## src/rtl/wb_mailbox_pkg.sv

```systemverilog
// Shared constants for wb_mailbox: register offsets, mailbox codes,
// STATUS bit positions and small decode helpers.
package wb_mailbox_pkg;

  localparam logic [3:0] ADR_MAILBOX = 4'h0;
  localparam logic [3:0] ADR_TXDATA  = 4'h4;
  localparam logic [3:0] ADR_STATUS  = 4'h8;
  localparam logic [3:0] ADR_CYCLE   = 4'hC;

  localparam logic [7:0] PASS_CODE = 8'h01;
  localparam logic [7:0] FAIL_CODE = 8'hFF;

  localparam int unsigned ST_DONE    = 0;
  localparam int unsigned ST_PASS    = 1;
  localparam int unsigned ST_FULL    = 2;
  localparam int unsigned ST_EMPTY   = 3;
  localparam int unsigned ST_TIMEOUT = 4;
  localparam int unsigned ST_OCC_LSB = 8;

  typedef enum logic [2:0] {
    REG_MAILBOX,
    REG_TXDATA,
    REG_STATUS,
    REG_CYCLE,
    REG_NONE
  } reg_e;

  // Misaligned or unmapped offsets all collapse to REG_NONE.
  function automatic reg_e decode_reg(input logic [3:0] adr);
    case (adr)
      ADR_MAILBOX: return REG_MAILBOX;
      ADR_TXDATA:  return REG_TXDATA;
      ADR_STATUS:  return REG_STATUS;
      ADR_CYCLE:   return REG_CYCLE;
      default:     return REG_NONE;
    endcase
  endfunction

  function automatic logic [7:0] sat_u8(input int unsigned v);
    return (v > 32'd255) ? 8'hFF : v[7:0];
  endfunction

endpackage

```

## src/rtl/sync_fifo.sv

```systemverilog
// Single-clock FIFO with occupancy count; no read bypass, DEPTH must be a
// power of two so the pointers wrap naturally.
module sync_fifo #(
  parameter int unsigned WIDTH = 8,
  parameter int unsigned DEPTH = 16
) (
  input  logic                     clk,
  input  logic                     rst_n,
  input  logic                     push,
  input  logic [WIDTH-1:0]         din,
  input  logic                     pop,
  output logic [WIDTH-1:0]         dout,
  output logic                     full,
  output logic                     empty,
  output logic [$clog2(DEPTH):0]   count
);

  localparam int unsigned AW = $clog2(DEPTH);

  logic [WIDTH-1:0] mem [DEPTH];
  logic [AW-1:0]    wr_ptr;
  logic [AW-1:0]    rd_ptr;
  logic [AW:0]      count_q;
  logic             do_push;
  logic             do_pop;

  assign full    = (count_q == (AW+1)'(DEPTH));
  assign empty   = (count_q == '0);
  assign count   = count_q;
  assign dout    = mem[rd_ptr];
  assign do_push = push && !full;
  assign do_pop  = pop && !empty;

  always_ff @(posedge clk) begin
    if (do_push) mem[wr_ptr] <= din;
  end

  always_ff @(posedge clk or negedge rst_n) begin
    if (!rst_n) begin
      wr_ptr  <= '0;
      rd_ptr  <= '0;
      count_q <= '0;
    end else begin
      if (do_push) wr_ptr <= wr_ptr + 1'b1;
      if (do_pop)  rd_ptr <= rd_ptr + 1'b1;
      case ({do_push, do_pop})
        2'b10:   count_q <= count_q + 1'b1;
        2'b01:   count_q <= count_q - 1'b1;
        default: count_q <= count_q;
      endcase
    end
  end

endmodule

```

## src/rtl/wb_mailbox.sv

```systemverilog
// Wishbone B4 pipelined test-termination mailbox with console byte FIFO.
// Optional: define WB_MAILBOX_TIMEOUT_EN to fail the test at MAX_CYCLES.
module wb_mailbox
  import wb_mailbox_pkg::*;
#(
  parameter int unsigned FIFO_DEPTH = 16,
  parameter int unsigned MAX_CYCLES = 200_000
) (
  input  logic        clk,
  input  logic        rst_n,
  input  logic        wb_cyc_i,
  input  logic        wb_stb_i,
  input  logic        wb_we_i,
  input  logic [3:0]  wb_adr_i,
  input  logic [3:0]  wb_sel_i,
  input  logic [31:0] wb_dat_i,
  output logic        wb_stall_o,
  output logic        wb_ack_o,
  output logic [31:0] wb_dat_o,
  output logic        done,
  output logic        pass,
  output logic        tx_valid,
  output logic [7:0]  tx_data,
  input  logic        tx_ready
);

  localparam int unsigned CW = $clog2(FIFO_DEPTH) + 1;

  if (FIFO_DEPTH < 2 || FIFO_DEPTH > 256 ||
      (FIFO_DEPTH & (FIFO_DEPTH - 1)) != 0 || MAX_CYCLES == 0) begin : g_bad_param
    $error("wb_mailbox: illegal FIFO_DEPTH or MAX_CYCLES");
  end

  reg_e          reg_sel;
  logic          accept;
  logic          fifo_push;
  logic          fifo_pop;
  logic          fifo_full;
  logic          fifo_empty;
  logic [CW-1:0] fifo_count;
  logic          mbox_wr;
  logic [31:0]   status_word;
  logic [31:0]   rdata;
  logic [31:0]   cycle_q;
  logic          ack_q;
  logic [31:0]   dat_q;
  logic          done_q;
  logic          pass_q;
  logic [7:0]    mbox_q;
  logic          timeout_q;
  logic          unused_ok;

  assign unused_ok = ^{wb_sel_i[3:1], wb_dat_i[31:8]};

  assign reg_sel    = decode_reg(wb_adr_i);
  assign wb_stall_o = wb_cyc_i && wb_stb_i && wb_we_i && wb_sel_i[0] &&
                      (reg_sel == REG_TXDATA) && fifo_full;
  assign accept     = wb_cyc_i && wb_stb_i && !wb_stall_o;
  assign fifo_push  = accept && wb_we_i && wb_sel_i[0] && (reg_sel == REG_TXDATA);
  assign mbox_wr    = accept && wb_we_i && wb_sel_i[0] && (reg_sel == REG_MAILBOX);
  assign fifo_pop   = !fifo_empty && tx_ready;

  sync_fifo #(
    .WIDTH (8),
    .DEPTH (FIFO_DEPTH)
  ) u_fifo (
    .clk   (clk),
    .rst_n (rst_n),
    .push  (fifo_push),
    .din   (wb_dat_i[7:0]),
    .pop   (fifo_pop),
    .dout  (tx_data),
    .full  (fifo_full),
    .empty (fifo_empty),
    .count (fifo_count)
  );

  assign tx_valid = !fifo_empty;

  always_comb begin
    status_word                   = '0;
    status_word[ST_DONE]          = done_q;
    status_word[ST_PASS]          = pass_q;
    status_word[ST_FULL]          = fifo_full;
    status_word[ST_EMPTY]         = fifo_empty;
    status_word[ST_TIMEOUT]       = timeout_q;
    status_word[ST_OCC_LSB +: 8]  = sat_u8(32'(fifo_count));
  end

  always_comb begin
    rdata = '0;
    case (reg_sel)
      REG_MAILBOX: rdata = {24'h0, mbox_q};
      REG_STATUS:  rdata = status_word;
      REG_CYCLE:   rdata = cycle_q;
      default:     rdata = '0;
    endcase
  end

`ifdef WB_MAILBOX_TIMEOUT_EN
  localparam logic [31:0] MAX_CYCLES_W = 32'(MAX_CYCLES);
`else
  assign timeout_q = 1'b0;
`endif

  // Timeout is evaluated after the mailbox write so it wins a same-cycle tie.
  always_ff @(posedge clk or negedge rst_n) begin
    if (!rst_n) begin
      cycle_q <= '0;
      ack_q   <= 1'b0;
      dat_q   <= '0;
      done_q  <= 1'b0;
      pass_q  <= 1'b0;
      mbox_q  <= '0;
`ifdef WB_MAILBOX_TIMEOUT_EN
      timeout_q <= 1'b0;
`endif
    end else begin
      cycle_q <= cycle_q + 32'd1;
      ack_q   <= accept;
      dat_q   <= (accept && !wb_we_i) ? rdata : '0;
      if (mbox_wr && !done_q) begin
        mbox_q <= wb_dat_i[7:0];
        if (wb_dat_i[7:0] == PASS_CODE) begin
          done_q <= 1'b1;
          pass_q <= 1'b1;
        end else if (wb_dat_i[7:0] == FAIL_CODE) begin
          done_q <= 1'b1;
          pass_q <= 1'b0;
        end
      end
`ifdef WB_MAILBOX_TIMEOUT_EN
      if (!done_q && cycle_q == MAX_CYCLES_W) begin
        done_q    <= 1'b1;
        pass_q    <= 1'b0;
        timeout_q <= 1'b1;
      end
`endif
    end
  end

  assign wb_ack_o = ack_q && wb_cyc_i;
  assign wb_dat_o = wb_ack_o ? dat_q : '0;
  assign done     = done_q;
  assign pass     = pass_q;

endmodule

```

## config.mk

```make
export PLATFORM = sky130hd
export DESIGN_NAME = wb_mailbox
export DESIGN_NICKNAME = d
export VERILOG_FILES = /design/src/rtl/wb_mailbox_pkg.sv /design/src/rtl/sync_fifo.sv /design/src/rtl/wb_mailbox.sv
export SDC_FILE = /design/constraint.sdc
export NUM_CORES = 1
export LEC_CHECK = 0
export ABC_AREA = 0
export CELL_PAD_IN_SITES_DETAIL_PLACEMENT = 1
export CELL_PAD_IN_SITES_GLOBAL_PLACEMENT = 1
export CORE_MARGIN = 2
export CORE_UTILIZATION = 43
export CTS_CLUSTER_SIZE = 12
export DETAILED_ROUTE_END_ITERATION = 8
export HOLD_SLACK_MARGIN = 0.12
export PLACE_DENSITY = 0.81
export REMOVE_ABC_BUFFERS = 1
export SLEW_MARGIN = 20
export SYNTH_ARGS = -nofsm -noshare
export SYNTH_HDL_FRONTEND = slang
export SYNTH_HIERARCHICAL = 1
export SYNTH_SLANG_ARGS = --single-unit
```

## constraint.sdc

```tcl
create_clock -name clk -period 3.1 [get_ports clk]
set_clock_uncertainty 0.2 [all_clocks]
set_input_delay 0.93 -clock clk [delete_from_list [all_inputs] [get_ports clk]]
set_output_delay 0.93 -clock clk [all_outputs]
set_load 0.03 [all_outputs]
```

run_1/met3.png
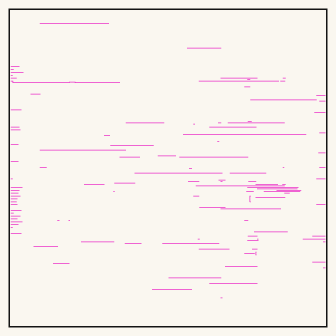
main direction	horizontal
share of all routed wire	4.8%
wire length on this layer	1,070 µm

run_1/clock_map.png
Scale bar: 50 µm.
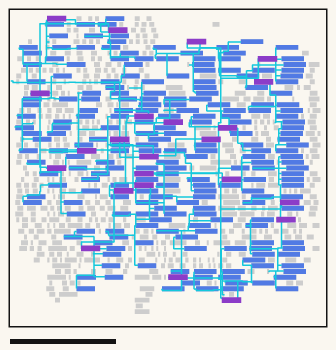
[purple] cells driving clock nets | count: 23
[cyan] clock wires | length: 2,390 µm
[blue] flip-flops | count: 216
flops lie	widely spread
routed clock nets	24

run_1/pins.png
Pins as bars across the die edge, other pins in grey.
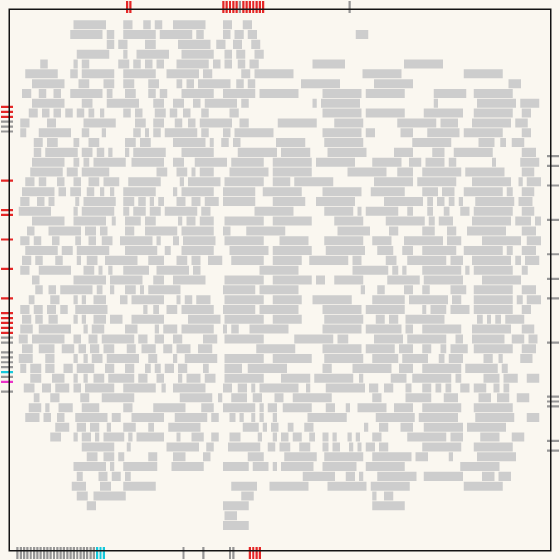
colour	port	pins	direction	edge
magenta	tx_valid	1	output	left
red	wb_dat_o	32	output	14 left, 14 top, 4 bottom
cyan	wb_sel_i	4	input	3 bottom, 1 left
all pins by edge	35 bottom, 27 left, 16 top, 13 right

run_1/final_placement.png
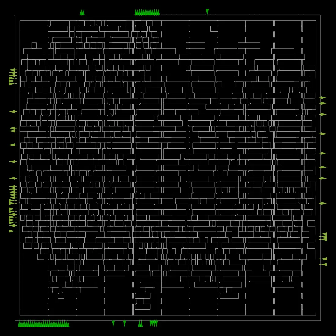
row cnt: 53
fin util: 54.57%
Tap Count: 275
Core Footprint: 0.02089 mm²
Flop Count: 216

==> results_dict.tcl, run 1 <==
# metrics dict for downstream scripts
set metrics [dict create \
    status "complete, but fails checks" \
    violations "setup timing" \
    clock.latency.late_pin_ps 490 \
    cp.depth 6 \
    antenna_cells 0 \
    setup_violations 8 \
    grt_pass1_wl_um 34970 \
    r2r-end "u_fifo/count[4]" \
    drc 0 \
    cts_resized 57 \
    die_h_um 149.6 \
    yosysUniqueCellTypes 46 \
    antenna_found_initial 1 \
    grt_start_max_net_pins 45 \
    vias 5640 \
    ys_seq_share_pct 66.32 \
    final_cell_mix "edfxtp_1, buf_4, dfrtp_1" \
    routed.top_layer "met5" \
    layout_setup_ws_ps -257.1 \
    worst-path-buf-inv 3 \
    nNonClkBuffers 135 \
    final_cell_area_mm2 0.01140 \
    grt-ovfl-total 0 \
    crit_path_top_delay_cell "mux4_2" \
    crit_family "multiplexers" \
    ant_nets 0 \
    r2r-start "u_fifo/count[2]" \
]
==> run 1 -> run 2 <==
--- a/config.mk
+++ b/config.mk
@@ -9,13 +9,13 @@
 export CELL_PAD_IN_SITES_DETAIL_PLACEMENT = 1
 export CELL_PAD_IN_SITES_GLOBAL_PLACEMENT = 1
 export CORE_MARGIN = 2
-export CORE_UTILIZATION = 43
+export CORE_UTILIZATION = 48
 export CTS_CLUSTER_SIZE = 12
 export DETAILED_ROUTE_END_ITERATION = 8
+export DONT_BUFFER_PORTS = 1
 export HOLD_SLACK_MARGIN = 0.12
 export PLACE_DENSITY = 0.81
 export REMOVE_ABC_BUFFERS = 1
-export SLEW_MARGIN = 20
 export SYNTH_ARGS = -nofsm -noshare
 export SYNTH_HDL_FRONTEND = slang
 export SYNTH_HIERARCHICAL = 1
run_2/clock_map.png
Scale bar: 50 µm.
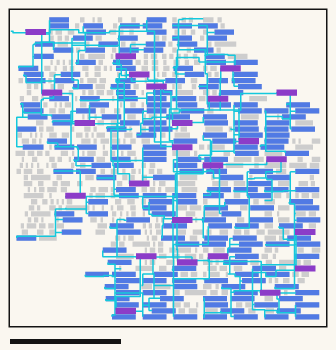
[cyan] clock wires | length: 2,710 µm
[blue] flip-flops | count: 216
[purple] cells driving clock nets | count: 24
routed clock nets	25
flops lie	widely spread

==> results_dict.tcl, run 2 <==
# metrics dict for downstream scripts
set metrics [dict create \
    status "complete, but fails checks" \
    violations "setup timing" \
    vias 5521 \
    ff_count 216 \
    nWellTaps 234 \
    pwr-share-comb_pct 30.6 \
    syn-cell-area_mm2 0.009116 \
    crit_path_top_delay_cell "dfrtp_2" \
    drc 0 \
    grt-ovfl-total 0 \
    clock.latency.late_pin_ps 520 \
    first_pass_iters 5 \
    r2r-end "u_fifo/count[4]" \
    fin_crit_sh_pct 109.9 \
    cts_resized 55 \
    crit_family "buffers and inverters" \
    setup_violations 8 \
    layout_setup_ws_ps -306.1 \
    die_h_um 141.8 \
    worst-path-buf-inv 4 \
    p_int_mw 6.186 \
    routed.top_layer "met4" \
    drtIter0Drc 364 \
    ant_nets 0 \
    crit_path_start "u_fifo/rd_ptr[0]" \
    grt_start_max_net_pins 89 \
    cp.depth 8 \
    ys_seq_share_pct 66.32 \
    num_rows 50 \
    final_util_pct 58.30 \
    switchingPower_mw 2.749 \
    core_area_mm2 0.01864 \
    final_cell_mix "edfxtp_1, dfrtp_1, buf_4" \
    r2r-start "u_fifo/count[3]" \
    antenna_found_initial 0 \
    final_cell_area_mm2 0.01087 \
    route.met2.wl_um 12080 \
    area_leaders "edfxtp_1, dfrtp_1, mux4_2" \
    largest-register "u_fifo/mem" \
    vdd_drop_max_uv 354.2 \
    grt_pass1_wl_um 36120 \
    antenna_cells 0 \
    finalNetCount 730 \
    yosysUniqueCellTypes 46 \
    nNonClkBuffers 54 \
]
==> run 2 -> run 3 <==
--- a/config.mk
+++ b/config.mk
@@ -5,11 +5,11 @@
 export SDC_FILE = /design/constraint.sdc
 export NUM_CORES = 1
 export LEC_CHECK = 0
-export ABC_AREA = 0
+export ABC_AREA = 1
 export CELL_PAD_IN_SITES_DETAIL_PLACEMENT = 1
 export CELL_PAD_IN_SITES_GLOBAL_PLACEMENT = 1
 export CORE_MARGIN = 2
-export CORE_UTILIZATION = 48
+export CORE_UTILIZATION = 44
 export CTS_CLUSTER_SIZE = 12
 export DETAILED_ROUTE_END_ITERATION = 8
 export DONT_BUFFER_PORTS = 1
run_3/clock_map.png
Scale bar: 50 µm.
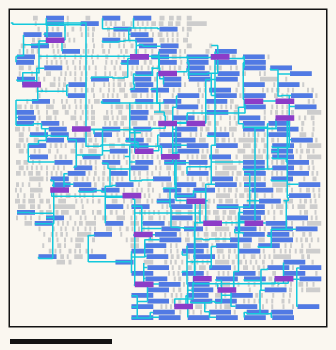
[cyan] clock wires | length: 2,860 µm
[blue] flip-flops | count: 216
[purple] cells driving clock nets | count: 24
routed clock nets	25

==> results_dict.tcl, run 3 <==
# metrics dict for downstream scripts
set metrics [dict create \
    finalNetCount 1262 \
    violations "setup timing" \
    grt_pass1_wl_um 45460 \
    drc 0 \
    layout_setup_ws_ps -62.03 \
    final_util_pct 54.11 \
    cp.depth 7 \
    crit_family "simple AND/OR/NAND/NOR gates" \
    grt_start_max_net_pins 89 \
    status "complete, but fails checks" \
    ant_nets 0 \
    die_h_um 154.9 \
    first_pass_iters 4 \
    antenna_found_initial 0 \
    comb_cells 736 \
    r2r-end "u_fifo/count[4]" \
    worst-path-buf-inv 2 \
    final_cell_mix "nand2_1, inv_1, nor2_1" \
    ff_count 216 \
    drtIter0Drc 616 \
    final_cell_area_mm2 0.01218 \
    ys_seq_share_pct 60.34 \
    clock_cell_area_share_pct 6.309 \
    switchingPower_mw 3.280 \
    r2r-start "u_fifo/count[0]" \
    fp_util_pct 44.53 \
    nWellTaps 285 \
    cp_data_required_time_ps 1970 \
    vias 7989 \
    largest-register "u_fifo/mem" \
    routed.top_layer "met4" \
    grt-ovfl-total 0 \
    clkPwrFrac_pct 29.9 \
    setup_violations 7 \
    route.met2.wl_um 15740 \
    nNonClkBuffers 84 \
    area_leaders "edfxtp_1, dfrtp_1, nand2_1" \
    crit_path_top_delay_cell "dfrtp_2" \
    core_area_mm2 0.02250 \
    num_rows 55 \
    syn-cell-area_mm2 0.01002 \
    crit_path_start "u_fifo/rd_ptr[0]" \
    antenna_cells 0 \
    largest_register_ffs 128 \
]

==> notes/layouts.md <==
Pictures saved along the way, in no particular order.

Placement density heat map.
Plate I
The die is cut into 15 by 15 equal tiles; white is low, dark blue is high, 0 to 100% covered.
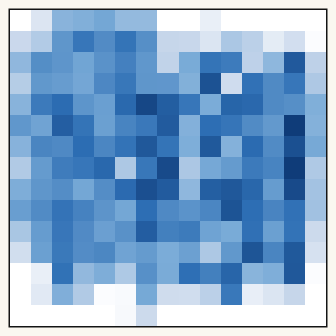
Plate II
The die is cut into 15 by 15 equal tiles; white is low, dark blue is high, 0 to 100% covered.
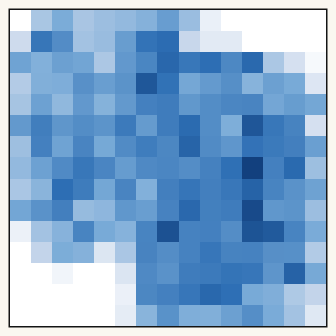
Plate III
The die is cut into 14 by 14 equal tiles; white is low, dark blue is high, 0 to 100% covered.
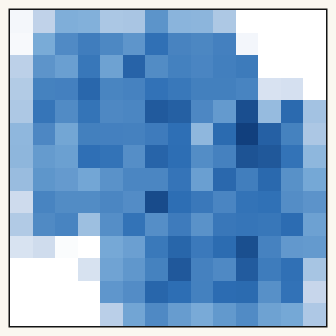
For run 2, see Plate III.
For run 3, see Plate II.
For run 1, see Plate I.

Key to Plate III:
emptiest ninth of the die	bottom left
tiles over 75% full	13%
mean over tiles	53%
fullest tile	94%

Power figures rest on the tool's default switching activity, not on a simulated workload.
